## config.mk

```make
export PLATFORM = sky130hd
export DESIGN_NAME = fp_normalizer
export DESIGN_NICKNAME = d
export VERILOG_FILES = /design/src/rtl/fp_normalizer.sv
export SDC_FILE = /design/constraint.sdc
export NUM_CORES = 1
export LEC_CHECK = 0
export CORE_MARGIN = 3
export CORE_UTILIZATION = 49
export CTS_BUF_LIST = sky130_fd_sc_hd__clkbuf_2
export DETAILED_ROUTE_END_ITERATION = 16
export HOLD_SLACK_MARGIN = 0.15
export PLACE_DENSITY = 0.87
export SKIP_LAST_GASP = 1
export SLEW_MARGIN = 10
export SYNTH_ARGS = -nofsm -noshare
export SYNTH_HDL_FRONTEND = slang
export SYNTH_SLANG_ARGS = --single-unit
```

## constraint.sdc

```tcl
create_clock -name clk -period 2.3 [get_ports clk]
set_input_delay 0.69 -clock clk [delete_from_list [all_inputs] [get_ports clk]]
set_output_delay 0.69 -clock clk [all_outputs]
set_load 0.005 [all_outputs]
```

## src/rtl/fp_normalizer.sv

```systemverilog
// Post-add normalization stage for single-precision results: one shift per cycle, valid/ready on both sides.
// Define FP_NORM_ROUND_EN to round-half-to-even on right shifts; otherwise right shifts truncate.
module fp_normalizer (
  input  logic        clk,
  input  logic        rst_n,
  input  logic        in_valid,
  output logic        in_ready,
  input  logic        in_sign,
  input  logic [7:0]  in_exponent,
  input  logic [24:0] in_mantissa,
  output logic        out_valid,
  input  logic        out_ready,
  output logic [31:0] result,
  output logic        overflow,
  output logic        underflow,
  output logic        zero,
  output logic [4:0]  shift_count
);

  typedef enum logic [1:0] {IDLE, NORM, DONE} state_t;

  state_t      state;
  logic        sign_q;
  logic [8:0]  exp_q;
  logic [24:0] mant_q;
  logic [24:0] mant_rs;

`ifdef FP_NORM_ROUND_EN
  // Guard bit is the dropped LSB; mant_q[1] becomes the new LSB. Cannot overflow 25 bits.
  always_comb mant_rs = (mant_q >> 1) + {24'd0, mant_q[0] & mant_q[1]};
`else
  always_comb mant_rs = mant_q >> 1;
`endif

  always_ff @(posedge clk or negedge rst_n) begin
    if (!rst_n) begin
      state       <= IDLE;
      in_ready    <= 1'b0;
      out_valid   <= 1'b0;
      result      <= '0;
      overflow    <= 1'b0;
      underflow   <= 1'b0;
      zero        <= 1'b0;
      shift_count <= '0;
      sign_q      <= 1'b0;
      exp_q       <= '0;
      mant_q      <= '0;
    end else begin
      case (state)
        IDLE: begin
          if (in_valid && in_ready) begin
            sign_q      <= in_sign;
            exp_q       <= {1'b0, in_exponent};
            mant_q      <= in_mantissa;
            overflow    <= 1'b0;
            underflow   <= 1'b0;
            zero        <= 1'b0;
            shift_count <= '0;
            in_ready    <= 1'b0;
            state       <= NORM;
          end else begin
            in_ready <= 1'b1;
          end
        end
        NORM: begin
          if (mant_q == '0) begin
            result    <= '0;
            zero      <= 1'b1;
            out_valid <= 1'b1;
            state     <= DONE;
          end else if (exp_q == 9'd255) begin
            result    <= {sign_q, 8'hFF, 23'h0};
            overflow  <= 1'b1;
            out_valid <= 1'b1;
            state     <= DONE;
          end else if (mant_q[24]) begin
            mant_q      <= mant_rs;
            exp_q       <= exp_q + 9'd1;
            shift_count <= shift_count + 5'd1;
          end else if (!mant_q[23] && exp_q <= 9'd1) begin
            result    <= {sign_q, 31'h0};
            underflow <= 1'b1;
            out_valid <= 1'b1;
            state     <= DONE;
          end else if (!mant_q[23]) begin
            mant_q      <= mant_q << 1;
            exp_q       <= exp_q - 9'd1;
            shift_count <= shift_count + 5'd1;
          end else begin
            result    <= {sign_q, exp_q[7:0], mant_q[22:0]};
            out_valid <= 1'b1;
            state     <= DONE;
          end
        end
        DONE: begin
          if (out_ready) begin
            out_valid <= 1'b0;
            in_ready  <= 1'b1;
            state     <= IDLE;
          end
        end
        default: state <= IDLE;
      endcase
    end
  end

endmodule

```

==> out/results.txt <==
Non-clk bufs - 133
Starting DRC count in detailed routing - 408
Non-clock buffer share - 22.2%
Worst Tran Pin Value - 0.582 ns
Slew Viols, Final - 0
CTS root buf - clkbuf_2
Dominant flop cell - dfrtp_1
Final setup vio count - 57
Core box area - 8760 um2
Final Critical Period - 2.42 ns
Worst-path clk slew - 0.24 ns
Clock Path Buffers - 2
Failing checks - setup timing
Crit path cell chain - buf_4, inv_1, ha_1, o21bai_2, a41oi_2, nor2_4, buf_4, buf_4, o21ai_1, o31ai_4
CP dominant cell by count - buf_4
Post-place instance area - 5440 um2
Fillers - 564
Final WS setup - -0.125 ns
Critical path's top delay family - AND-OR/OR-AND gates
# Cells Yosys - 463
FF-to-FF path depth - 10
Net Count, Synth - 509
Multi-In Gates - 310
Syn avg cell area - 9.62 um2
Routed Antenna Nets - 0
Crit path DAT - 2.89 ns
Syn Std Cell Area - 4450 um2
Final Skew - 0.0241 ns
Worst hold stages - 1
RSZ-0062 raised after global routing - true
First-pass GRT wire length - 20700 um
Hold Worst Slack - 0.524 ns
Initial antenna violation count - 0
Post-DR vias/cell - 6.44
PostCTS Resize Cnt - 34
Worst path slowest cell - dfrtp_1
Area Growth Syn to Fin - 39.6%
CTS sink count - 79
Crit path kind - reg -> reg
Vias in the first global route - 4147
RR Endpoint - mant_q[12]
Row Count - 34
Post-Place Cells - 644
Reg2Reg Launch Point - exp_q[1]
Dpl ws - -0.378 ns
Run status - finished, violations left
Area reported by Yosys stat - 4450 um2
Overflow after GRT - 0
-- flip-flops by register name (all words and copies together) (netlist names) --
register	cells
mant_q	25
shift_count	5
sign_q	1
state	2
overflow	1
out_valid	1
result	32
in_ready	1
exp_q	9
underflow	1
zero	1
-- worst max path at each step --
stage / to / cells past startpoint / slack (ns) / start
detailed placement: shift_count[4] / 7 / -0.38 / in_valid
floorplan: exp_q[2] / 11 / 0.02 / exp_q[0]
finish: mant_q[12] / 10 / -0.12 / exp_q[1]
global placement: shift_count[3] / 7 / -0.19 / in_valid
global route: mant_q[12] / 10 / -0.20 / exp_q[1]
CTS: result[20] / 10 / -0.03 / exp_q[0]
-- cells by family (layout without fill, tap and decap cells) --
kind of cell,count (synthesis),count (layout)
AND-OR/OR-AND,140,140
XOR/XNOR,1,1
adder cells (fa/ha/maj),8,8
buffers and inverters,74,184
flip-flops,79,79
multiplexers,25,25
AND/OR/NAND/NOR,136,136
-- layout by cell type, fill, tap and decap left out, types with 5 or more instances in the layout --
cell,n
dfrtp_1,78
buf_12,6
o21ai_1,8
clkbuf_2,9
ha_1,5
inv_1,35
nand2_1,36
o21ai_0,26
o21ai_2,7
o31ai_2,5
clkdlybuf4s50_1,78
o2bb2ai_1,9
o31ai_1,9
a31oi_1,7
buf_4,40
nand2b_1,5
a221oi_1,21
mux2i_1,23
a21oi_1,7
o31ai_4,13
nand3_1,12
nor2_1,42
-- power by group --
group / internal [mW] / switching, mW
clock: 0.252 / 0.554
sequential: 2.02 / 0.690
combinational: 2.67 / 2.86
total: 4.94 / 4.10
-- per-layer routing --
| metal | global-route usage [%] | wire, um |
|---|---|---|
| met5 | 0 | 0 |
| met4 | 8.69 | 421 |
| met3 | 4.48 | 1140 |
| met2 | 41.6 | 7030 |
| met1 | 33.7 | 5450 |
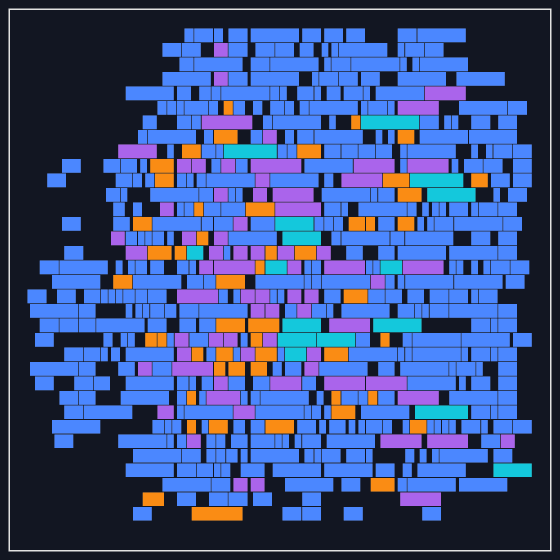
(drive-strength map)
legend:
  purple:
    size: _3 and _4 cells
    cells: 70
    share: 12%
  blue:
    size: _0 and _1 cells
    cells: 437
    share: 76%
  orange:
    size: _2 cells
    cells: 50
    share: 8.7%
  cyan:
    size: _6 and larger
    cells: 16
    share: 2.8%

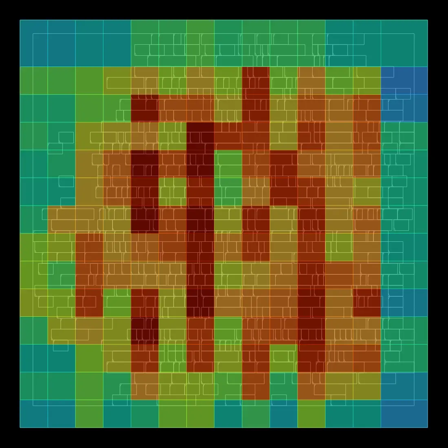
(routing congestion)
GRT Overall Usage: 25.3%
final core occ: 70.9%
GR Util met3: 4.48%
GR Util met1: 33.7%
DR WL/cell: 20.6 um

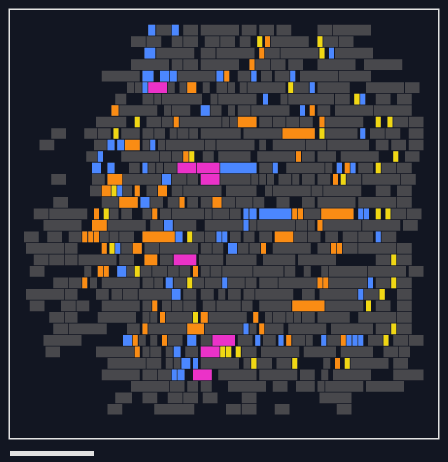
(logic cells by family)
Scale bar: 20 um.
legend:
  blue:
    family: NAND gates
    cells: 64
    most_used: nand2_1
  orange:
    family: NOR gates
    cells: 61
    most_used: nor2_1
  magenta:
    family: adder and majority cells
    cells: 8
    most_used: ha_1
  yellow:
    family: inverters
    cells: 35
    most_used: inv_1
    where: spread over the die

Power and IR drop assume default switching activity.
